$ cat src/rtl/cpu_types_pkg.sv
// Shared CPU types: word, RAM status and RAM access FSM encodings.
// Exports word_t, ramstate_t, ram_acc_state_t and address constants.
package cpu_types_pkg;

  typedef logic [31:0] word_t;

  typedef enum logic [1:0] {
    FREE,
    BUSY,
    ACCESS,
    ERROR
  } ramstate_t;

  typedef enum logic [1:0] {
    IDLE,
    WAIT,
    ACC
  } ram_acc_state_t;

  localparam int WORD_W   = 32;
  localparam int BYTE_OFF = 2;
  localparam int LAT_MAX  = 15;
  localparam int CNT_W    = 4;

endpackage

$ cat src/rtl/sat_counter.sv
// Saturating up-counter with synchronous clear.
// Ports: CLK, RST (async high), i_inc, i_clr, o_count[W-1:0].
module sat_counter #(
  parameter int W = 32
) (
  input  logic         CLK,
  input  logic         RST,
  input  logic         i_inc,
  input  logic         i_clr,
  output logic [W-1:0] o_count
);

  logic [W-1:0] r_count;

  always_ff @(posedge CLK or posedge RST) begin
    if (RST) begin
      r_count <= '0;
    end else if (i_clr) begin
      r_count <= '0;
    end else if (i_inc && (r_count != '1)) begin
      r_count <= r_count + 1'b1;
    end
  end

  assign o_count = r_count;

endmodule

$ cat src/rtl/ram_access_ctrl.sv
// Turns the RAM request channel into timed single-port SRAM accesses.
// In: CLK, RST, ramREN/ramWEN/ramaddr/ramstore, mem_rdata.
// Out: ramstate, ramload, mem_ren/wen/addr/wdata, rd_count, wr_count.
module ram_access_ctrl
  import cpu_types_pkg::*;
#(
  parameter int LAT    = 2,
  parameter int ADDR_W = 16
) (
  input  logic              CLK,
  input  logic              RST,
  input  logic              ramREN,
  input  logic              ramWEN,
  input  word_t             ramaddr,
  input  word_t             ramstore,
  output ramstate_t         ramstate,
  output word_t             ramload,
  output logic              mem_ren,
  output logic              mem_wen,
  output logic [ADDR_W-1:0] mem_addr,
  output word_t             mem_wdata,
  input  word_t             mem_rdata,
  output word_t             rd_count,
  output word_t             wr_count
);

  if (LAT < 1 || LAT > LAT_MAX) begin : g_lat_chk
    $fatal(1, "ram_access_ctrl: LAT out of range 1..15");
  end

  localparam logic [CNT_W-1:0] RELOAD = CNT_W'(LAT - 1);

  ram_acc_state_t     r_state;
  logic [CNT_W-1:0]   r_cnt;
  logic               r_wr;
  word_t              r_addr;
  word_t              r_data;

  logic               w_valid;
  logic               w_both;
  logic               w_chg;
  logic               w_rd_fire;
  logic               w_wr_fire;
  logic               w_rd_done;
  logic [ADDR_W-1:0]  w_idx;

  assign w_valid = ramREN ^ ramWEN;
  assign w_both  = ramREN & ramWEN;

  // Any difference from the captured request restarts the wait.
  assign w_chg = (ramWEN != r_wr)
              || (ramaddr != r_addr)
              || (ramstore != r_data);

  assign w_idx = r_addr[ADDR_W+BYTE_OFF-1:BYTE_OFF];

  // Read strobe one cycle ahead of ACC to cover SRAM latency.
  assign w_rd_fire = (r_state == WAIT) && w_valid && !w_chg
                  && (r_cnt == '0) && !r_wr;
  assign w_wr_fire = (r_state == ACC) && r_wr;
  assign w_rd_done = (r_state == ACC) && !r_wr;

  always_ff @(posedge CLK or posedge RST) begin
    if (RST) begin
      r_state <= IDLE;
      r_cnt   <= '0;
      r_wr    <= 1'b0;
      r_addr  <= '0;
      r_data  <= '0;
    end else begin
      unique case (r_state)
        IDLE: begin
          if (w_valid) begin
            r_wr    <= ramWEN;
            r_addr  <= ramaddr;
            r_data  <= ramstore;
            r_cnt   <= RELOAD;
            r_state <= WAIT;
          end
        end
        WAIT: begin
          if (!w_valid) begin
            r_state <= IDLE;
          end else if (w_chg) begin
            r_wr   <= ramWEN;
            r_addr <= ramaddr;
            r_data <= ramstore;
            r_cnt  <= RELOAD;
          end else if (r_cnt == '0) begin
            r_state <= ACC;
          end else begin
            r_cnt <= r_cnt - 1'b1;
          end
        end
        ACC: begin
          r_state <= IDLE;
        end
        default: begin
          r_state <= IDLE;
        end
      endcase
    end
  end

  always_comb begin
    ramstate = FREE;
    unique case (r_state)
      IDLE:    ramstate = w_both ? ERROR : FREE;
      WAIT:    ramstate = BUSY;
      ACC:     ramstate = ACCESS;
      default: ramstate = FREE;
    endcase
  end

  assign mem_ren   = w_rd_fire;
  assign mem_wen   = w_wr_fire;
  assign mem_addr  = (w_rd_fire || w_wr_fire) ? w_idx : '0;
  assign mem_wdata = w_wr_fire ? r_data : '0;
  assign ramload   = w_rd_done ? mem_rdata : '0;

  sat_counter #(.W(WORD_W)) u_rd_cnt (
    .CLK     (CLK),
    .RST     (RST),
    .i_inc   (w_rd_done),
    .i_clr   (1'b0),
    .o_count (rd_count)
  );

  sat_counter #(.W(WORD_W)) u_wr_cnt (
    .CLK     (CLK),
    .RST     (RST),
    .i_inc   (w_wr_fire),
    .i_clr   (1'b0),
    .o_count (wr_count)
  );

endmodule
$ cat config.mk
export PLATFORM = sky130hd
export DESIGN_NAME = ram_access_ctrl
export DESIGN_NICKNAME = d
export VERILOG_FILES = /design/src/rtl/cpu_types_pkg.sv /design/src/rtl/sat_counter.sv /design/src/rtl/ram_access_ctrl.sv
export SDC_FILE = /design/constraint.sdc
export NUM_CORES = 1
export LEC_CHECK = 0
export CAP_MARGIN = 20
export CELL_PAD_IN_SITES_DETAIL_PLACEMENT = 1
export CELL_PAD_IN_SITES_GLOBAL_PLACEMENT = 1
export CORE_UTILIZATION = 38
export CTS_CLUSTER_DIAMETER = 120
export DETAILED_ROUTE_END_ITERATION = 10
export PLACE_DENSITY = 0.95
export SKIP_LAST_GASP = 1
export SLEW_MARGIN = 20
export SYNTH_ARGS = -nofsm -noshare
export SYNTH_HDL_FRONTEND = slang
export SYNTH_SLANG_ARGS = --single-unit
$ cat constraint.sdc
create_clock -name CLK -period 7.5 [get_ports CLK]
set_clock_uncertainty 0.1 [all_clocks]
set_input_delay 1.5 -clock CLK [delete_from_list [all_inputs] [get_ports CLK]]
set_output_delay 1.5 -clock CLK [all_outputs]
set_load 0.005 [all_outputs]
**Run 1: M1 wires**

(3 px per µm) Supply wires on this layer in grey.
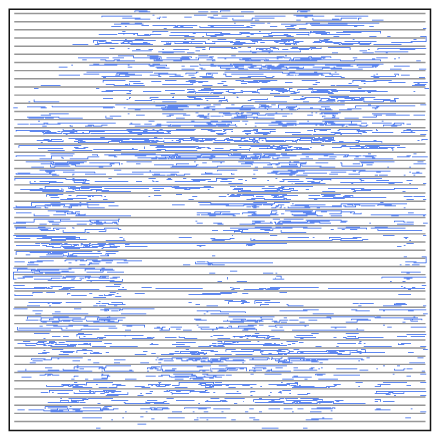
The wires run mostly horizontal. The layer carries 9690 µm of wire. The longest straight run is 59.3 µm. The layer holds 40% of the routed length. 907 nets have wire on it.

**Run 1: metal 2**

(2 px per µm)
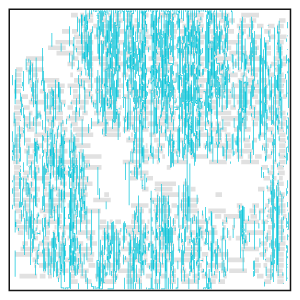
The longest straight run is 51.0 µm. The layer carries 12100 µm of wire. The layer holds 50% of the routed length. The wires run mostly vertical. 965 nets have wire on it.
Routed WL: 24100 µm
vias: 6215
grt met2 use: 43.9%

**Run 1: met3 routing**

(3 px per µm)
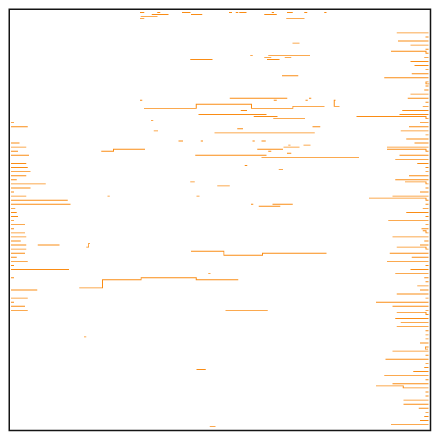
The layer holds 5.3% of the routed length. The longest straight run is 33.1 µm. 175 nets have wire on it. The layer carries 1270 µm of wire. The wires run mostly horizontal.

==> reports/metrics.cfg, run 1 <==
[status]
outcome=finished, final reports clean

[cells_and_area]
logic_gates=497
largest_class=multi-input combinational cells
logic_area_um2=3670
seqCellArea_um2=3380
seq_share_pct=32.1
flop-count=135

[routing]
ant_nets=0
drc_errors=0
drt_iter0_drc=300

[cts]
ctsResizeCount=0
cts_buffers=17
tritoncts=done
clock_latency_ns=0.42
clkSinkCount=135
cts-root-buf=clkbuf_16
clkTransAtPathRegs_ns=0.06

[sta]
whs_ns=0.390
setup_viol=0
setup_slack_ns=1.01
slew_headroom_pct=36.0

[logic_synthesis]
ys_cells=665
synthDistinctLibCells=43
netlist_area_um2=7230
yosys_area_um2=7230
syn_avg_cell_area_um2=10.9

[critical_path]
critical_path_buf_inv_count=2
crit_fanout=16
max_stage_delay_ns=0.74
cp_top_family=simple AND/OR/NAND/NOR gates
crit_type=in2out

[floorplan]
n_tap_cell=234
floorplan.core_util_pct=38.8
die_y_um=140

[grt]
grt_max_degree=85

[pwr]
p_total_mw=1.97

[hold_path]
hp-class=reg2reg

==> run 1: kinds of logic after synthesis <==
group | synth area share [%]
simple gates | 22.5
flops | 46.8
xor+xnor | 15.4
mux | 10.6
buf+inv | 2.65
compound gates | 1.26
fa+ha+maj | 0.866
==> run 1: sequential cells by signal (all words and copies together) (netlist names) <==
name	flops
r_addr	32
r_data	32
u_rd_cnt.o_count	32
u_wr_cnt.o_count	32
r_cnt	4
r_state	2
r_wr	1
==> run 1: final timing paths <==
| check | startpoint | endpoint | slack [ns] | cells past startpoint |
|---|---|---|---|---|
| worst max-delay path | ramstore[29] | mem_addr[8] | 1.01 | 8 |
| worst min-delay path | u_wr_cnt.o_count[11] | u_wr_cnt.o_count[11] | 0.39 | 1 |
| worst max register to register | r_data[28] | r_addr[21] | 4.05 | 7 |
| worst min register to register | u_wr_cnt.o_count[11] | u_wr_cnt.o_count[11] | 0.39 | 1 |
| max in group asynchronous | RST | u_wr_cnt.o_count[25] | 4.61 | 3 |
| min in group asynchronous | RST | u_rd_cnt.o_count[22] | 1.53 | 2 |
==> run 1: worst register-to-register path, cell delays in order, from the launching register on <==
cell and delay, ns:
dfrtp_1 0.39, xor2_1 0.20, or4_1 0.57, nor4_2 0.30
nand3_1 0.30, o21ai_4 0.54, buf_4 0.49, mux2_1 0.42
==> run 1: where the power goes <==
group / total (mW) / leakage, nW / switching [mW] / internal, mW
registers: 0.836 / 1.73 / 0.0534 / 0.782
clock network: 0.860 / 0.286 / 0.323 / 0.537
logic: 0.274 / 2.16 / 0.137 / 0.136
==> run 1: metrics by stage <==
stage	instances	utilization, %	cell area (µm²)
2_1_floorplan	665	-	7230
3_3_place_gp	1134	53.2	9920
3_5_place_dp	1134	53.2	9920
4_1_cts	1165	56.4	10500
5_1_grt	1166	56.4	10500
6_report	1167	56.4	10500
==> run 1: cell usage after synthesis (all sizes together), types with 2 or more instances <==
master / count / area (µm²)
nor2: 26 / 97.6
or4: 3 / 22.5
o31ai: 4 / 35.0
inv: 16 / 60.1
or3: 3 / 18.8
nor3: 18 / 90.1
dfrtp: 135 / 3380
nand2: 35 / 131
and2: 83 / 519
xnor2: 95 / 832
mux2: 67 / 754
nor3b: 2 / 15.0
nor4b: 3 / 32.5
and4: 2 / 17.5
nor4: 17 / 113
nand3: 26 / 130
a21oi: 2 / 10.0
clkbuf: 8 / 30.0
a22o: 3 / 26.3
or2: 3 / 18.8
ha: 5 / 62.6
nand2b: 2 / 12.5
nand4b: 2 / 17.5
xor2: 32 / 280
buf: 9 / 101
nand4: 45 / 282
and3: 9 / 56.3
==> run 1: per-layer routing <==
layer  up-vias  GRT usage, %  part of all wire [%]
met4         0          13.0                   4.1
met3        59          5.44                   5.3
met1      3111          29.1                    40
li1       2814             -                     -
met2       231          43.9                    50
met5         -             0                     0
==> run 1: layout by cell type (no fill, tap or decap), types with 18 or more instances in the layout <==
cell type,Yosys,layout
nand2_1,35,35
nand4_1,45,45
mux2_1,67,67
nor2_1,26,26
and2_1,83,83
dfrtp_1,135,135
clkdlybuf4s50_1,0,247
xor2_1,32,32
nand3_1,26,26
nor3_1,18,18
xnor2_1,95,95
==> run 1 -> run 2 <==
ABC_CLOCK_PERIOD_IN_PS = 7500   (was unset)
**Run 2: signal wires on met4**

(3 px per µm) Supply wires on this layer in grey.
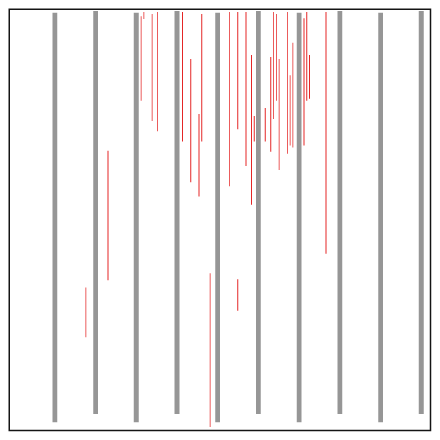
26 nets have wire on it. The layer holds 4.1% of the routed length.

==> run 2 against run 1 <==
Final area unchanged. Synthesized area unchanged. Sequential power about the same. Combinational power about the same. Via count unchanged. Hold slack unchanged. Maximum frequency unchanged. Register-to-register slack about the same. Setup slack unchanged. Utilization unchanged. Sequential share of layout area unchanged. Non-clock buffer count unchanged. Critical endpoint unchanged.
==> reports/metrics.cfg, run 2 <==
[place]
dp_cells=1134  ; unchanged

[routing]
drc_errors=0  ; unchanged
vias=6215  ; unchanged
drt_wl_total_um=24100  ; unchanged
drt_iter0_drc=300  ; unchanged
ant_nets=0  ; unchanged

[logic_synthesis]
yosys_area_um2=7230  ; unchanged
synthDistinctLibCells=43  ; unchanged
syn_avg_cell_area_um2=10.9  ; unchanged
synth.area.top_cells=dfrtp_1 (47%), xnor2_1 (12%), mux2_1 (10%), and2_1 (7.2%), nand4_1 (3.9%)
ys_cells=665  ; unchanged
top_cell_area_share_pct=46.8  ; unchanged
largest_area_cell=dfrtp_1

[cells_and_area]
stdcell_count=1167  ; unchanged
layout_top_cell=clkdlybuf4s50_1

[critical_path]
max_stage_delay_ns=0.74  ; about the same
crit_type=in2out
reg2reg_depth=7  ; unchanged
r2r-start=r_data[28]
cp-startpoint=ramstore[29]
crit_fanout=16  ; unchanged
critical_path_buf_inv_count=2  ; unchanged

[cts]
clock_latency_ns=0.42  ; about the same
cts-root-buf=clkbuf_16
clkTransAtPathRegs_ns=0.06  ; about the same
ctsResizeCount=0  ; unchanged
tritoncts=done
cts_buffers=17  ; unchanged
clkSinkCount=135  ; unchanged

[floorplan]
die_w_um=140
die_y_um=140  ; unchanged
floorplan.core_util_pct=38.8  ; unchanged

[hold_path]
hp-class=reg2reg
worstHoldStart=u_wr_cnt.o_count[11]

[sta]
slew_headroom_pct=36.0  ; unchanged
setup_viol=0  ; unchanged

[grt]
grt_max_degree=85  ; unchanged

[status]
outcome=finished, final reports clean

-- run 2: cell counts after synthesis --
Identical to the previous run, type by type.
-- run 2: worst reg2reg max path, delay by kind of cell (launching register included) --
family          cells  cell delay [ns]
simple gates        3             1.17
compound gates      1             0.54
buf+inv             1             0.49
mux                 1             0.42
flops               1             0.39
xor+xnor            1             0.20
-- run 2: stage by stage --
step / utilization [%] / setup WS (ns) / cell area [µm²] / hold WS, ns
2_1_floorplan: - / 2.29 / 7230 / 0.373
3_3_place_gp: 53.2 / 1.34 / 9920 / 0.382
3_5_place_dp: 53.2 / 1.04 / 9920 / 0.387
4_1_cts: 56.4 / 1.03 / 10500 / 0.395
5_1_grt: 56.4 / 0.852 / 10500 / 0.410
6_report: 56.4 / 1.01 / 10500 / 0.390
-- run 2: where the power goes --
part	switching [mW]	internal (mW)
sequential	0.0534	0.782
combinational	0.137	0.136
clock	0.323	0.537
total	0.514	1.46
-- run 2: cell families after synthesis --
group	share of synthesized area, %
flops	46.8
compound gates	1.26
xor+xnor	15.4
fa+ha+maj	0.866
simple gates	22.5
mux	10.6
buf+inv	2.65
-- run 2: path summary, 6_finish.rpt --
kind                                        end  slack, ns
max                                 mem_addr[8]       1.01
min                        u_wr_cnt.o_count[11]       0.39
max reg2reg                          r_addr[21]       4.05
min reg2reg                u_wr_cnt.o_count[11]       0.39
max in group asynchronous  u_wr_cnt.o_count[25]       4.61
min in group asynchronous  u_rd_cnt.o_count[22]       1.53
-- run 2: layout make-up --
cell class,instances,area [µm²],share of cell area [%]
Sequential cell,135,3380,32.1
Timing Repair Buffer,252,2510,23.9
Multi-Input combinational cell,497,3670,34.9
Tap cell,234,293,2.79
Antenna cell,2,5.00,0.0476
Clock buffer,22,464,4.42
Inverter,16,65.1,0.619
Clock inverter,9,125,1.19
-- run 2: metal layers --
metal / track usage (%) / vias to the layer above / part of all wire [%]
li1: - / 2814 / -
met4: 13.0 / 0 / 4.1
met5: 0 / - / 0
met2: 43.9 / 231 / 50
met1: 29.1 / 3111 / 40
met3: 5.44 / 59 / 5.3
Power and IR drop assume default switching activity.
